## config.mk

```make
export PLATFORM = sky130hd
export DESIGN_NAME = score_board
export DESIGN_NICKNAME = d
export VERILOG_FILES = /design/src/rtl/score_pkg.sv /design/src/rtl/bcd_to_seg7.sv /design/src/rtl/score_board.sv
export SDC_FILE = /design/constraint.sdc
export NUM_CORES = 1
export LEC_CHECK = 0
export CAP_MARGIN = 15
export CORE_MARGIN = 8
export CORE_UTILIZATION = 53
export DETAILED_ROUTE_END_ITERATION = 6
export GPL_ROUTABILITY_DRIVEN = 0
export PLACE_DENSITY = 0.79
export SYNTH_ARGS = -nofsm -noshare
export SYNTH_HDL_FRONTEND = slang
export SYNTH_HIERARCHICAL = 1
export SYNTH_SLANG_ARGS = --single-unit
```

## constraint.sdc

```tcl
create_clock -name clk -period 3.1 [get_ports clk]
set_input_delay 0.465 -clock clk [delete_from_list [all_inputs] [get_ports clk]]
set_output_delay 0.465 -clock clk [all_outputs]
set_load 0.01 [all_outputs]
```

## src/rtl/score_pkg.sv

```systemverilog
// Shared types and seven-segment constants for the flappy-style score board.
package score_pkg;

   typedef enum logic [1:0] {
      IDLE    = 2'd0,
      PLAYING = 2'd1,
      OVER    = 2'd2
   } state_t;

   localparam logic [6:0] SEG_BLANK = 7'b1111111;

   // Active-low gfedcba patterns for digits 0..9.
   localparam logic [6:0] SEG_DIGIT [10] = '{
      7'b1000000, 7'b1111001, 7'b0100100, 7'b0110000, 7'b0011001,
      7'b0010010, 7'b0000010, 7'b1111000, 7'b0000000, 7'b0010000
   };

   function automatic logic [6:0] seg_of(input logic [3:0] d);
      if (d < 4'd10) return SEG_DIGIT[d];
      return SEG_BLANK;
   endfunction

endpackage

```

## src/rtl/bcd_to_seg7.sv

```systemverilog
// One BCD digit to an active-low seven-segment pattern; non-BCD values go dark.
module bcd_to_seg7
   import score_pkg::*;
(
   input  logic [3:0] digit,
   output logic [6:0] seg_c
);

   assign seg_c = seg_of(digit);

endmodule

```

## src/rtl/score_board.sv

```systemverilog
// Round FSM, BCD score counter, high-score keeper and multiplexed seven-segment display.
module score_board
   import score_pkg::*;
#(
   parameter int unsigned DIGITS   = 3,
   parameter bit          BLANK_LZ = 1'b1
) (
   input  logic                  clk,
   input  logic                  reset,
   input  logic                  start,
   input  logic                  gate,
   input  logic                  game_over,
   input  logic                  clear_high,
   input  logic                  show_high,
   output logic [4*DIGITS-1:0]   score,
   output logic [4*DIGITS-1:0]   high_score,
   output logic [7*DIGITS-1:0]   hex,
   output logic                  new_record,
   output logic [1:0]            state
);

   localparam int unsigned W = 4 * DIGITS;

   // Reset asserts immediately, releases two clocks later.
   logic [1:0] rst_sync;
   logic       rst_n;

   always_ff @(posedge clk or negedge reset) begin
      if (!reset) rst_sync <= 2'b00;
      else        rst_sync <= {rst_sync[0], 1'b1};
   end

   assign rst_n = rst_sync[1];

   logic start_q, gate_q, over_q;
   logic start_e, gate_e, over_e;

   assign start_e = start & ~start_q;
   assign gate_e  = gate & ~gate_q;
   assign over_e  = game_over & ~over_q;

   logic [DIGITS-1:0] nine, gt, eq, win, zero;
   logic [W-1:0]      score_inc, disp;
   logic              all_nines, score_gt;

   assign disp = show_high ? high_score : score;

   // Per-digit increment, compare and display; carries and priorities are flat reductions.
   for (genvar i = 0; i < DIGITS; i++) begin : g_digit
      logic [3:0] d, h;
      logic [6:0] seg;

      assign d       = score[4*i +: 4];
      assign h       = high_score[4*i +: 4];
      assign nine[i] = (d == 4'd9);
      assign gt[i]   = (d > h);
      assign eq[i]   = (d == h);
      assign zero[i] = (disp[4*i +: 4] == 4'd0);

      if (i == 0) begin : g_lsd
         assign score_inc[3:0] = nine[0] ? 4'd0 : d + 4'd1;
      end else begin : g_upper
         assign score_inc[4*i +: 4] = (&nine[i-1:0]) ? (nine[i] ? 4'd0 : d + 4'd1) : d;
      end

      if (i == DIGITS - 1) begin : g_msd_cmp
         assign win[i] = gt[i];
      end else begin : g_low_cmp
         assign win[i] = gt[i] & (&eq[DIGITS-1:i+1]);
      end

      bcd_to_seg7 u_seg (
         .digit (disp[4*i +: 4]),
         .seg_c (seg)
      );

      if (BLANK_LZ && (i > 0)) begin : g_blank
         assign hex[7*i +: 7] = (&zero[DIGITS-1:i]) ? SEG_BLANK : seg;
      end else begin : g_show
         assign hex[7*i +: 7] = seg;
      end
   end

   assign all_nines = &nine;
   assign score_gt  = |win;

   state_t       st, st_nx;
   logic [W-1:0] score_nx, high_nx;
   logic         rec_nx;

   assign state = st;

   always_ff @(posedge clk or negedge rst_n) begin
      if (!rst_n) begin
         st         <= IDLE;
         score      <= '0;
         high_score <= '0;
         new_record <= 1'b0;
         start_q    <= 1'b0;
         gate_q     <= 1'b0;
         over_q     <= 1'b0;
      end else begin
         st         <= st_nx;
         score      <= score_nx;
         high_score <= high_nx;
         new_record <= rec_nx;
         start_q    <= start;
         gate_q     <= gate;
         over_q     <= game_over;
      end
   end

   // Next state and data; game_over beats a same-cycle gate, clear_high beats a commit.
   always_comb begin
      st_nx    = st;
      score_nx = score;
      high_nx  = high_score;
      rec_nx   = new_record;
      case (st)
         IDLE, OVER: begin
            if (start_e) begin
               st_nx    = PLAYING;
               score_nx = '0;
               rec_nx   = 1'b0;
            end
         end
         PLAYING: begin
            if (over_e) begin
               st_nx = OVER;
               if (score_gt) begin
                  high_nx = score;
                  rec_nx  = 1'b1;
               end
            end else if (gate_e && !all_nines) begin
               score_nx = score_inc;
            end
         end
         default: st_nx = IDLE;
      endcase
      if (clear_high) begin
         high_nx = '0;
         rec_nx  = 1'b0;
      end
   end

endmodule
```

**Run 1: placement view**

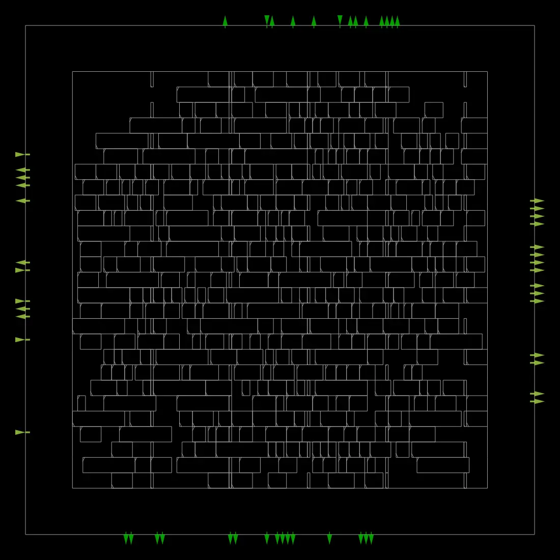
fin util: 0.711
sequential cell area share: 0.210
Std-Cell Rows: 27
final cell count without fillers: 484
# fillers: 433

**Run 1: PDN straps and rails**

Scale bar: 20 µm. Pins as bars on the die edge. Tap cells in gray.
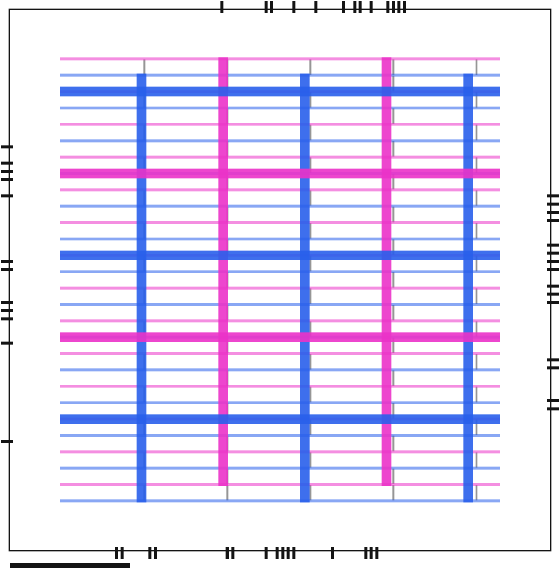
color	net
blue	VSS
magenta	VDD
signal pins	55
met1 rails	28
die width: 89.7 µm
Peak VDD IR: 346 µV
Vert. Die Dim: 89.7 µm
floorplan core area: 5370 µm²

**Run 1: wiring heat map**

18 x 18 tiles, from dark blue (low) to red (high), scaled to the fullest tile. Values are wire area over tile area, all layers added.
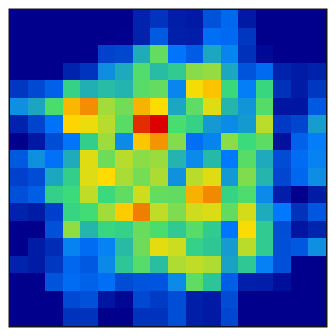
densest ninth of the die	middle
nearly empty tiles	20%
tiles over half the peak	24%
fullest tile	0.50
mean over tiles	0.14
overall global routing resource usage: 0.183
WL per Instance: 15.1 µm
final WL: 7.33 mm
Via Count: 2,641

**Run 1: placement by cell class**

Fill, decap, tap and diode cells in gray.
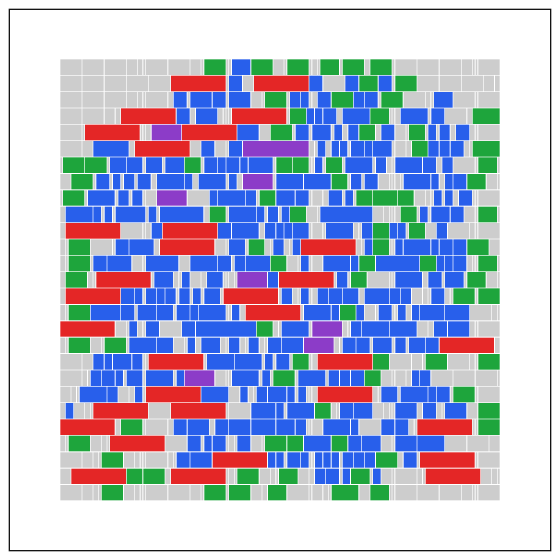
color	class	cells	share of their area
green	remaining buffers and delay cells	87	21%
red	registers	32	21%
purple	clock drivers and dummy loads	8	3.4%
blue	remaining logic cells	285	54%

==> impl_metrics.toml, run 1 <==
# physical design summary
[critical_path]
end_kind = "output pin"
required_ns = 2.63
cp_max_fo = 6
regToRegStartpoint = "score[9]$_DFFE_PN0P_"
worst_ep_arrival_time_ns = 2.58

[clocking]
hold_buffers = 0
clockBufferDepth = 2
worstSkewPairLatency_ns = 0.29
cts.sinks = 32
tritoncts = "built"

[logic_synthesis]
fa_ha_area_frac = 0.143
async_reset_ff_frac = 1.00
ff_type = "dfrtp_1"
syn-num-nets = 366
synth_flops = 32
simple_gate_area_frac = 0.257

[final_timing]
worst_pin_slew_ns = 0.675
finalCriticalPeriod_ns = 3.04
fin_skew_ns = 0.00405
setup_viol = 0

[run_status]
status = "complete, no violations"

[route]
initialDrtViolationCount = 123
highest-signal-layer = "met4"
viasPerCell = 5.46
first_pass_iters = 6

[die]
fp_util = 0.536
die-area_um2 = 8050
io_pins = 55

[global_route]
grt_max_degree = 31
grt_pass1_wl_mm = 12.6
first_global_vias = 2750

[place]
port_buffers = 54
placed_cells = 474

[power_and_ir_drop]
p_int_mw = 1.43
leakagePower_nw = 1.82
combinationalPowerShare = 0.584

[layout]
syn_to_final_growth_pct = 32.6
logic_area_um2 = 1890
run 1: what timing repair did:
| action | 4_1_cts | 5_1_grt |
|---|---|---|
| pin swaps | 1 | 1 |
| gates cloned | 0 | 1 |
| setup endpoints to repair | 19 | 7 |
| buffers inserted | 1 | 0 |
| gates resized | 24 | 11 |
run 1: layer usage:
metal  global-route usage  vias up
li1                     -     1291
met1                0.192     1273
met2                0.348       63
met3               0.0424       14
met4               0.0536        0
met5                    0        -
run 1: worst max-delay path, cell delays in order:
cell and delay (ns):
clkdlybuf4s50_1 0.46, buf_4 0.19, or4_4 0.52, o22ai_4 0.17, nor4b_4 0.24, buf_4 0.17, or2_1 0.09, dlygate4sd2_1 0.27
run 1: power groups by stage:
stage	clock network (mW)	logic, mW	registers (mW)
after detailed placement	0	1.42	0.550
after global placement	0	1.39	0.547
after global routing	0.477	1.55	0.554
after floorplan	0	0.761	0.597
final	0.451	1.39	0.542
after CTS	0.456	1.39	0.542
run 1: worst paths after layout:
path / end / slack, ns
max in group asynchronous: high_score[6]$_DFFE_PN0P_ / 2.55
setup reg to reg: high_score[10]$_DFFE_PN0P_ / 0.90
min in group clk: rst_sync[1]$_DFF_PN0_ / 0.36
hold reg to reg: score[0]$_DFFE_PN0P_ / 0.26
hold / removal: score[0]$_DFFE_PN0P_ / 0.26
setup / recovery: hex[7] / 0.06
run 1: cell usage in the layout, fill, tap and decap left out, types with 17 or more instances in the layout:
master	n
or2_1	17
nor2_1	18
ha_1	33
buf_4	32
inv_1	34
nand2b_1	32
clkdlybuf4s50_1	35
a21oi_1	20
dfrtp_1	32
nand2_1	22
run 1: state kept, by name (all words and copies together) (netlist names):
register    flops
rst_sync        2
gate_q          1
start_q         1
over_q          1
high_score     12
score          12
new_record      1
state           2
run 1: cells by family after synthesis:
logic type                 Yosys count
adders and majority gates           33
other                                1
DFF                                 32
and+or+nand+nor                    123
muxes                               18
xor gates and xnor gates             3
AOI/OAI and AO/OA                   73
buffers and inverters               43
run 1: per-stage QoR:
step | setup WS, ns | setup TNS [ns] | hold WS, ns | instance area [µm²] | power [mW]
after global routing | -0.0266 | -0.0467 | 0.318 | 3820 | 2.58
final | 0.0564 | 0 | 0.260 | 3820 | 2.39
after floorplan | 0.362 | 0 | 0.169 | 2880 | 1.36
after detailed placement | -0.257 | -2.57 | 0.270 | 3670 | 1.97
after global placement | -0.175 | -1.65 | 0.263 | 3670 | 1.93
after CTS | 0.00632 | 0 | 0.279 | 3800 | 2.39
run 1: cells in the mapped netlist (all sizes together), types with 8 or more instances:
library cell,n,share of area
nand2b,35,0.082
inv,34,0.044
ha,33,0.14
dfrtp,32,0.28
o21ai,24,0.044
a21oi,23,0.044
nand2,22,0.029
nor2,18,0.023
or2,17,0.037
mux2i,12,0.042
o31ai,8,0.026
run 1: final cells by class:
cell class	count	area share
clock buffer	7	0.0252
clock inverter	1	0.00786
inverter	34	0.0334
multi-input combinational	251	0.495
sequential	32	0.210
tap	72	0.0236
timing repair buffer	87	0.205
==> run 2: changes to the inputs <==
--- a/config.mk
+++ b/config.mk
@@ -5,12 +5,12 @@
 export SDC_FILE = /design/constraint.sdc
 export NUM_CORES = 1
 export LEC_CHECK = 0
-export CAP_MARGIN = 15
+export CAP_MARGIN = 20
 export CORE_MARGIN = 8
-export CORE_UTILIZATION = 53
+export CORE_UTILIZATION = 55
 export DETAILED_ROUTE_END_ITERATION = 6
 export GPL_ROUTABILITY_DRIVEN = 0
-export PLACE_DENSITY = 0.79
+export PLACE_DENSITY = 0.82
 export SYNTH_ARGS = -nofsm -noshare
 export SYNTH_HDL_FRONTEND = slang
 export SYNTH_HIERARCHICAL = 1
==> constraint.sdc (replaced) <==
create_clock -name clk -period 3.8 [get_ports clk]
set_input_delay 0.57 -clock clk [delete_from_list [all_inputs] [get_ports clk]]
set_output_delay 0.57 -clock clk [all_outputs]
set_load 0.01 [all_outputs]
==> impl_metrics.toml, run 2 <==
# physical design summary
[global_route]
grtUsageTotal = 0.187
grt_max_degree = 31
grt_pass1_wl_mm = 11.6
grt-busiest-layer = "met2"
use_met1 = 0.218
met3_usage = 0.0483
gr-usage-met2 = 0.327

[critical_path]
cpPeakStageDelay_ns = 0.54
cp_max_fo = 22
crit_chain = "clkdlybuf4s50_1 -> buf_12 -> or4_4 -> o22ai_4 -> nor4b_4 -> or2_1 -> clkdlybuf4s50_1"
end_kind = "output pin"
timing.rr.end = "high_score[10]$_DFFE_PN0P_"
cp_num_buf_inv = 3
regToRegStartpoint = "score[8]$_DFFE_PN0P_"
rrSetupSlack_ns = 1.26
required_ns = 3.23
worst_ep_arrival_time_ns = 2.97
cp_slowest_cell = "clkdlybuf4s50_1"
worst_path_most_repeated_cell = "clkdlybuf4s50_1"

[logic_synthesis]
ff_type = "dfrtp_1"
async_reset_ff_frac = 1.00
syn-num-nets = 366
top_cell = "inv_1"
common_cells = "inv_1, ha_1, dfrtp_1, nand2b_1, nand2_1"
top_cells_by_area = "dfrtp_1, ha_1, nand2b_1"
top_area_frac = 0.278
synth.largest_area_cell = "dfrtp_1"
synth_flops = 32

[route]
first_pass_iters = 4
initialDrtViolationCount = 91
routed_wl_mm = 6.66
vias = 2509
viasPerCell = 5.51

[final_timing]
setup_viol = 0
final.setup.worst_slack_ns = 0.259
finalCriticalPeriod_ns = 3.54
hold_ws_ns = 0.252
setup_tns_ns = 0

[clocking]
tritoncts = "built"
hold_buffers = 0
cts.sinks = 32
worstSkewPairLatency_ns = 0.30
cts-resized-gates = 0
post-cts-setup-buffers = 0

[layout]
layout_top_cell = "clkdlybuf4s50_1"
layout_top_cells = "clkdlybuf4s50_1, inv_1, ha_1"
syn_to_final_growth_pct = 25.4
final_util = 0.712
top_regs = "high_score: 12 flops, score: 12 flops"
final_cell_area_um2 = 3610

[power_and_ir_drop]
leakagePower_nw = 1.63
power_mw = 1.86
p_int_mw = 1.10

[die]
rows = 26
io_pins = 55
die_width_um = 88.4

[place]
dp_slack_ns = 0.251

[run_status]
status = "complete, no violations"
## run 2: worst max path at each step
stage	to	slack, ns	cells past startpoint
2_1_floorplan	hex[10]	0.85	9
6_report	hex[12]	0.26	7
4_1_cts	hex[8]	0.25	9
3_3_place_gp	hex[8]	0.30	7
5_1_grt	hex[15]	0.04	9
3_5_place_dp	hex[12]	0.25	7
## run 2: area by class of cell
type,instances,area (µm²)
inverter,34,128
timing repair buffer,60,598
clock buffer,5,68.8
sequential,32,801
fill,408,1460
multi-input combinational,251,1880
clock inverter,3,46.3
tap,70,87.6
## run 2: logic make-up after synthesis
logic type	share of synthesized area
and+or+nand+nor	0.257
AOI/OAI and AO/OA	0.178
buffers and inverters	0.0682
adders and majority gates	0.143
DFF	0.278
muxes	0.0652
xor gates and xnor gates	0.00912
other	0.00130
## run 2: power groups by stage
stage / sequential (mW) / combinational [mW] / clock [mW]
floorplan: 0.487 / 0.621 / 0
global placement: 0.487 / 1.01 / 0
detailed placement: 0.489 / 1.03 / 0
CTS: 0.481 / 1.04 / 0.350
global route: 0.496 / 1.15 / 0.366
finish: 0.483 / 1.03 / 0.346
## run 2: metal layers
| layer | vias up | share of wire | routed length (µm) |
|---|---|---|---|
| met1 | 1208 | 0.44 | 2920 |
| met4 | 0 | 0.012 | 78 |
| li1 | 1234 | - | - |
| met5 | - | 0 | 0 |
| met2 | 58 | 0.49 | 3240 |
| met3 | 9 | 0.063 | 420 |
**Run 2: PDN straps and rails**

Scale bar: 20 µm. Pins as bars on the die edge. Tap cells in gray.
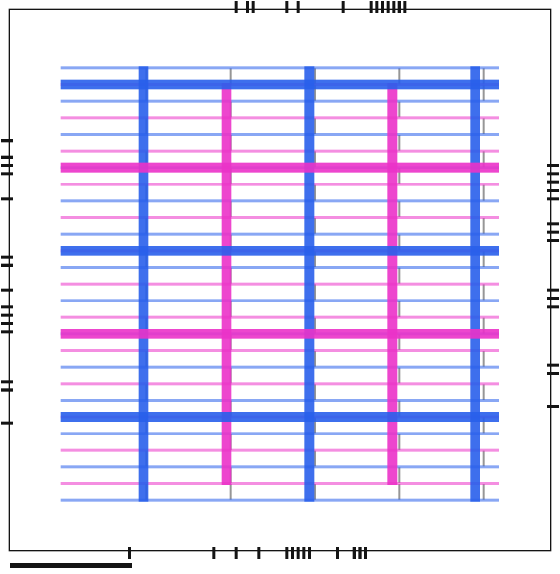
color	net
blue	VSS
magenta	VDD
met1 rails	27
rows	26
met5 straps	5
Vert. Die Dim: 88.4 µm
floorplan core area: 5070 µm²
Peak VDD IR: 306 µV

**Run 2: placement by cell class**

Fill, decap, tap and diode cells in gray.
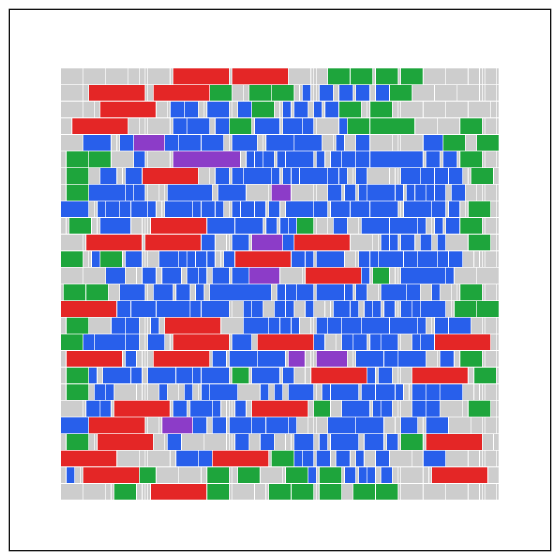
color	class	cells	share of their area
green	remaining buffers and delay cells	60	17%
blue	remaining logic cells	285	57%
red	registers	32	23%
purple	clock drivers and dummy loads	8	3.3%

Power is estimated from default activity; no workload was simulated.
